## src/rtl/uart_tx_arbiter.sv

```systemverilog
// uart_tx_arbiter: round-robin sharing of one UART transmitter between
// NUM_REQ byte requesters. The granted byte is captured, the transmitter's
// send/busy handshake is driven to completion, and the requester receives a
// one-cycle ack once its frame has left the line.
// Optional build macro: UART_TX_ARB_TIMEOUT_EN adds a SEND-state watchdog
// and the sticky timeout_err output.
module uart_tx_arbiter #(
  parameter int NUM_REQ        = 4,
  parameter int IDX_W          = 2,
  parameter int TIMEOUT_CYCLES = 1024
) (
  input  logic                 clk,
  input  logic                 reset,
  input  logic [NUM_REQ-1:0]   req,
  input  logic [8*NUM_REQ-1:0] req_data,
  input  logic                 odd,
  output logic [NUM_REQ-1:0]   ack,
  output logic                 grant_valid,
  output logic [IDX_W-1:0]     grant_idx,
  output logic                 tx_send,
  output logic [7:0]           tx_din,
  output logic                 tx_odd,
  input  logic                 tx_busy
`ifdef UART_TX_ARB_TIMEOUT_EN
  ,
  output logic                 timeout_err
`endif
);

  // Reject parameter sets the grant index or watchdog cannot represent.
  if (NUM_REQ < 2 || NUM_REQ > 8 || IDX_W != $clog2(NUM_REQ) || TIMEOUT_CYCLES < 2) begin : g_param_check
    $error("uart_tx_arbiter: illegal parameter combination");
  end

  typedef enum logic [1:0] {
    S_IDLE,
    S_SEND,
    S_XMIT,
    S_DONE
  } state_e;

  state_e             state_q, state_d;
  logic [IDX_W-1:0]   rr_ptr_q, rr_ptr_d;
  logic [IDX_W-1:0]   grant_idx_q, grant_idx_d;
  logic               grant_valid_q, grant_valid_d;
  logic [7:0]         tx_din_q, tx_din_d;
  logic               tx_odd_q, tx_odd_d;

  logic               pick_found;
  logic [IDX_W-1:0]   pick_idx;
  logic [7:0]         pick_data;

`ifdef UART_TX_ARB_TIMEOUT_EN
  localparam int CNT_W = $clog2(TIMEOUT_CYCLES);
  logic [CNT_W-1:0]   to_cnt_q, to_cnt_d;
  logic               timeout_err_q, timeout_err_d;
`endif

  // Round-robin pick: first set req bit after rr_ptr, wrapping to 0.
  // NOTE: combinational blocks use blocking '=', only always_ff uses '<='.
  always_comb begin
    pick_found = 1'b0;
    pick_idx   = '0;
    for (int off = 1; off <= NUM_REQ; off++) begin
      if (!pick_found && req[IDX_W'((int'(rr_ptr_q) + off) % NUM_REQ)]) begin
        pick_found = 1'b1;
        pick_idx   = IDX_W'((int'(rr_ptr_q) + off) % NUM_REQ);
      end
    end
  end

  // Select the winner's byte from the flattened data bus.
  always_comb begin
    pick_data = '0;
    for (int i = 0; i < NUM_REQ; i++) begin
      if (pick_idx == IDX_W'(i)) pick_data = req_data[8*i +: 8];
    end
  end

  // Next-state and handshake outputs of the grant sequencer.
  // NOTE: every signal gets its default first so no path can infer a latch.
  always_comb begin
    state_d       = state_q;
    rr_ptr_d      = rr_ptr_q;
    grant_idx_d   = grant_idx_q;
    grant_valid_d = grant_valid_q;
    tx_din_d      = tx_din_q;
    tx_odd_d      = tx_odd_q;
    tx_send       = 1'b0;
`ifdef UART_TX_ARB_TIMEOUT_EN
    to_cnt_d      = to_cnt_q;
    timeout_err_d = timeout_err_q;
`endif
    unique case (state_q)
      S_IDLE: begin
        // A frame still draining after a reset blocks the next grant.
        if (pick_found && !tx_busy) begin
          grant_idx_d   = pick_idx;
          grant_valid_d = 1'b1;
          tx_din_d      = pick_data;
          tx_odd_d      = odd;
          state_d       = S_SEND;
`ifdef UART_TX_ARB_TIMEOUT_EN
          to_cnt_d      = '0;
`endif
        end
      end
      S_SEND: begin
        tx_send = 1'b1;
        if (tx_busy) begin
          state_d = S_XMIT;
`ifdef UART_TX_ARB_TIMEOUT_EN
        end else if (to_cnt_q == CNT_W'(TIMEOUT_CYCLES - 1)) begin
          // Transmitter never answered: finish anyway so the requester is released.
          state_d       = S_DONE;
          timeout_err_d = 1'b1;
        end else begin
          to_cnt_d = to_cnt_q + 1'b1;
`endif
        end
      end
      S_XMIT: begin
        // send stays high so the transmitter parks until we release it.
        tx_send = 1'b1;
        if (!tx_busy) state_d = S_DONE;
      end
      S_DONE: begin
        rr_ptr_d      = grant_idx_q;
        grant_valid_d = 1'b0;
        state_d       = S_IDLE;
      end
      default: state_d = S_IDLE;
    endcase
  end

  // One-hot ack to the granted requester, only during DONE.
  always_comb begin
    ack = '0;
    for (int i = 0; i < NUM_REQ; i++) begin
      ack[i] = (state_q == S_DONE) && (grant_idx_q == IDX_W'(i));
    end
  end

  // State and captured-transfer registers with synchronous reset.
  always_ff @(posedge clk) begin
    if (reset) begin
      state_q       <= S_IDLE;
      rr_ptr_q      <= IDX_W'(NUM_REQ - 1);
      grant_idx_q   <= '0;
      grant_valid_q <= 1'b0;
      tx_din_q      <= '0;
      tx_odd_q      <= 1'b0;
`ifdef UART_TX_ARB_TIMEOUT_EN
      to_cnt_q      <= '0;
      timeout_err_q <= 1'b0;
`endif
    end else begin
      state_q       <= state_d;
      rr_ptr_q      <= rr_ptr_d;
      grant_idx_q   <= grant_idx_d;
      grant_valid_q <= grant_valid_d;
      tx_din_q      <= tx_din_d;
      tx_odd_q      <= tx_odd_d;
`ifdef UART_TX_ARB_TIMEOUT_EN
      to_cnt_q      <= to_cnt_d;
      timeout_err_q <= timeout_err_d;
`endif
    end
  end

  assign grant_valid = grant_valid_q;
  assign grant_idx   = grant_idx_q;
  assign tx_din      = tx_din_q;
  assign tx_odd      = tx_odd_q;
`ifdef UART_TX_ARB_TIMEOUT_EN
  assign timeout_err = timeout_err_q;
`endif

endmodule
```

## config.mk

```make
export PLATFORM = sky130hd
export DESIGN_NAME = uart_tx_arbiter
export DESIGN_NICKNAME = d
export VERILOG_FILES = /design/src/rtl/uart_tx_arbiter.sv
export SDC_FILE = /design/constraint.sdc
export NUM_CORES = 1
export LEC_CHECK = 0
export CAP_MARGIN = 30
export CORE_AREA = 2 2 56 58
export DETAILED_ROUTE_END_ITERATION = 8
export DIE_AREA = 0 0 58 60
export HOLD_SLACK_MARGIN = 0.02
export PLACE_DENSITY = 0.77
export SLEW_MARGIN = 20
export SYNTH_ARGS = -nofsm -noshare
export SYNTH_HDL_FRONTEND = slang
export SYNTH_SLANG_ARGS = --single-unit
```

## constraint.sdc

```tcl
create_clock -name clk -period 3 [get_ports clk]
set_clock_uncertainty 0.2 [all_clocks]
set_input_delay 0.9 -clock clk [delete_from_list [all_inputs] [get_ports clk]]
set_output_delay 0.9 -clock clk [all_outputs]
set_load 0.01 [all_outputs]
```

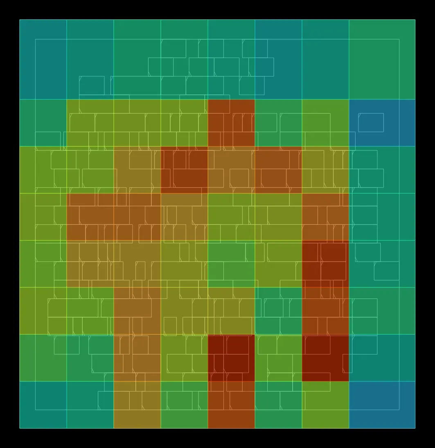
(routing congestion map)
GRT met3 Usage: 0.0628
GRT Overall Usage: 0.192

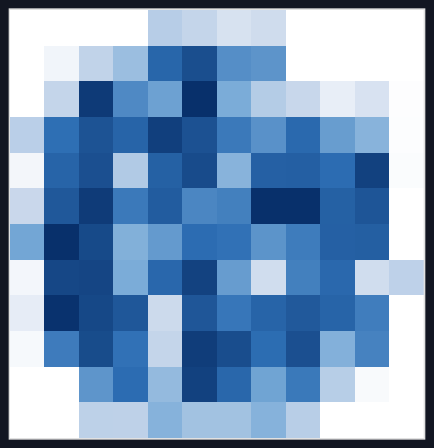
(cell density map)
The die is cut into 12 by 12 equal tiles; white is low, dark blue is high, 0 to 100% covered.
- nearly empty tiles: 19%
- fullest tile: 100%
- densest ninth of the die: centre
- tiles over 75% full: 34%
core area: 2900 µm²
Core Util at FP: 0.369
Core Util, Final: 0.598

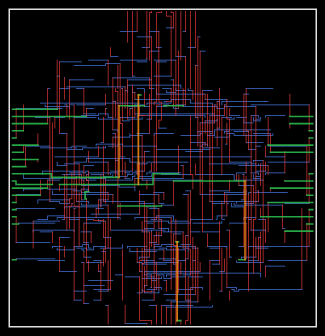
(wiring by layer)
- green: met3 (wire length 218 µm)
- red: met2 (wire length 1570 µm)
- blue: met1 (wire length 1310 µm)
- orange: met4 (wire length 60.5 µm)

==> results.json <==
{
  "rows": 20,
  "netlist_instances": 119,
  "drc_errors": 0,
  "startpoint": "state_q[0]",
  "hp-start": "tx_din[0]",
  "synth_area_um2": 1070,
  "synth.distinct_cells": 31,
  "rsz0062_at_grt": "false",
  "dieArea_um2": 3480,
  "postCtsSetupBuffers": 0,
  "run_status": "finished, final reports clean",
  "tns_ns": 0,
  "crit_path_max_fanout": 6,
  "htreeDepth": 1,
  "io_pins": 57,
  "lay_top_count": "clkdlybuf4s50_1",
  "ir_drop_uv": 403,
  "pre_cts_ws_ns": -0.228,
  "grt_start_max_net_pins": 11,
  "setup_ws_ns": 0.121,
  "critPathKind": "reg2out",
  "yosys_warnings": 0,
  "area_leaders": "dfxtp_1 (30%), nor2_1 (9.1%), a32o_1 (7.5%), mux2_4 (7.0%), ha_1 (5.8%)",
  "setup_viol_count_final": 0,
  "lay_top_cells": "clkdlybuf4s50_1 (56), nor2_1 (25), dfxtp_1 (16)",
  "overflow": 0,
  "drt_first_pass_iters": 5,
  "maxCapViolCount": 0,
  "yosys_area_um2": 1070,
  "hold_path_depth": 2,
  "post-route-period-util": 0.960,
  "syn_to_final_growth_pct": 62.2,
  "dominantRegCellSynth": "dfxtp_1",
  "r2r-start": "rr_ptr_q[0]",
  "fill_cells": 270,
  "post_dp_cell_area_um2": 1690,
  "syn_area_per_cell_um2": 8.99,
  "crit_path_end": "ack[0]",
  "ys_seq_frac": 0.299,
  "cts.sinks": 16,
  "hpwlAfterDp_um": 2500,
  "hold-worst-slack_ns": 0.274,
  "cts_root_buffer": "clkbuf_4",
  "crit_chain": "ha_2 > inv_1 > nor3_1 > clkdlybuf4s50_1",
  "ys_cells": 119,
  "cts_tree": "done",
  "leakage_nw": 0.717,
  "place_inst": 213,
  "worstSkewPairLatency_ns": 0.30,
  "reg2regPathDepth": 7,
  "cts_buffer_depth": 2,
  "grt_pass1_vias": 1170,
  "ys_async_sr_fraction": 0,
  "antenna_cells": 0,
  "fin_area_um2": 1740,
  "nNetsFinal": 230,
  "fin_crit_ns": 2.88,
  "largest_area_cell": "dfxtp_1",
  "final_max_slew_viol_count": 0,
  "grt_pass1_wl_um": 5090,
  "fmax_mhz": 347,
  "slew_headroom": 0.533,
  "dieHeight_um": 60,
  "cts_buffers": 3,
  "final_antenna_net_count": 0,
  "gp_congestion": 0.791,
  "arrival_ns": 1.78,
  "finalHoldViolations": 0,
  "synth_flops": 16,
  "rrSetupSlack_ns": 0.89,
  "power_mw": 1.02,
  "finalNonFillerCells": 217,
  "fp_nets": 164,
  "cp-start-kind": "flop",
  "path_clk_slew_ns": 0.09,
  "edf_count": 0,
  "drtIter0Drc": 9,
  "tightest_slew_ns": 0.700,
  "die_x_um": 58,
  "antenna_found_initial": 0,
  "top_area_frac": 0.299,
  "slowest_stage": "clkdlybuf4s50_1",
  "wl_per_cell_um": 14.6
}
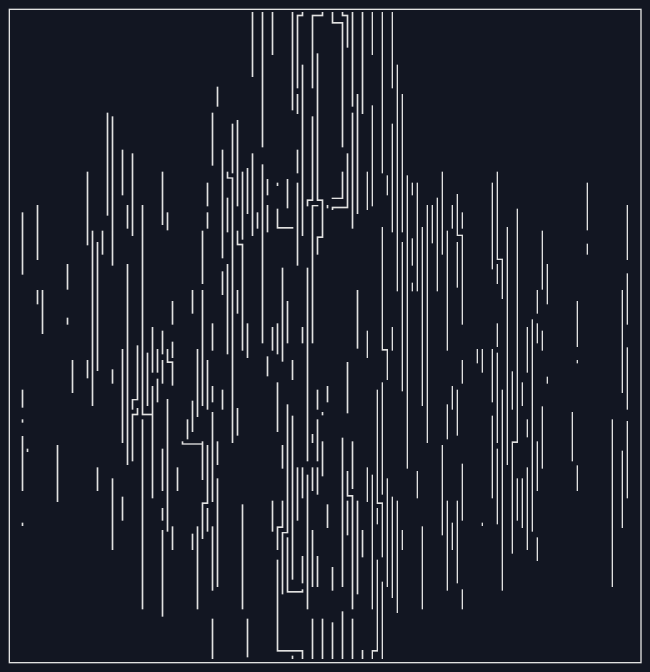
(M2 wires)
- wire length on this layer: 1570 µm
- longest straight run: 26.9 µm
- share of all routed wire: 50%
GR Layer Usage met2: 0.344
Via Count: 1165
WL final: 3160 µm

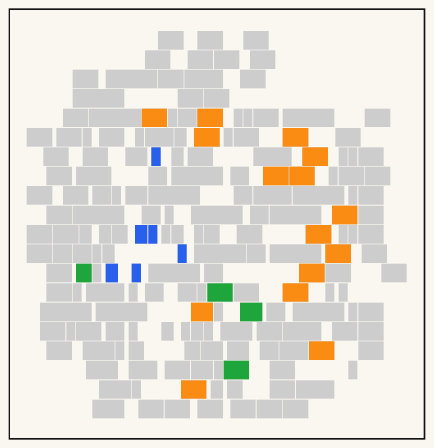
(gate-type map)
- blue: NAND gates (cells 6)
- orange: AND-OR and OR-AND gates (cells 15)
- green: AND and OR gates (cells 4)

## routing by layer
layer / global-route usage / part of all wire / up-vias / wire (µm)
met3: 0.0628 / 0.069 / 8 / 218
met4: 0.0631 / 0.019 / 0 / 60
li1: - / - / 575 / -
met5: 0 / 0 / - / 0
met1: 0.215 / 0.42 / 535 / 1310
met2: 0.344 / 0.50 / 47 / 1570
## power by group
group / total (mW) / internal, mW / switching, mW
sequential: 0.314 / 0.269 / 0.0447
clock: 0.147 / 0.0741 / 0.0724
combinational: 0.563 / 0.317 / 0.246
total: 1.02 / 0.660 / 0.363
## registers in the layout, summed over array words and instances, names as in the netlist
signal	flops
grant_valid	1
state_q	2
rr_ptr_q	2
tx_odd	1
grant_idx	2
tx_din	8
## worst min-delay path by stage
stage | slack [ns] | endpoint
after global routing | 0.30 | tx_din[0]
after CTS | 0.28 | tx_din[0]
after detailed placement | 0.26 | tx_din[0]
final | 0.27 | tx_din[0]
after global placement | 0.27 | tx_din[0]
after floorplan | 0.28 | tx_din[0]
## worst max-delay path: cells and delay by family, from the launching register on
family / cells / cell delay [ns]
simple gates: 1 / 0.18
flops: 1 / 0.40
fa+ha+maj: 1 / 0.25
buf+inv: 2 / 0.65
## cells by family after synthesis
family / after synthesis / synth area share
buffers and inverters: 12 / 0.0702
AND-OR/OR-AND: 31 / 0.244
flip-flops: 16 / 0.299
AND/OR/NAND/NOR: 43 / 0.188
multiplexers: 12 / 0.139
adder cells (fa/ha/maj): 5 / 0.0585
## layout make-up
class	instances	area, µm²	area share
multi-input combinational	91	679	0.391
tap	33	41.3	0.0238
inverter	8	30.0	0.0173
sequential	16	320	0.185
clock buffer	4	36.3	0.0209
timing repair buffer	65	628	0.362
## repair_timing
action / CTS / global route
setup endpoints to repair: 0 / 2
resized: 0 / 2
hold buffers: 0 / 0
No activity file was given, so power comes from the tool's default toggle rates.
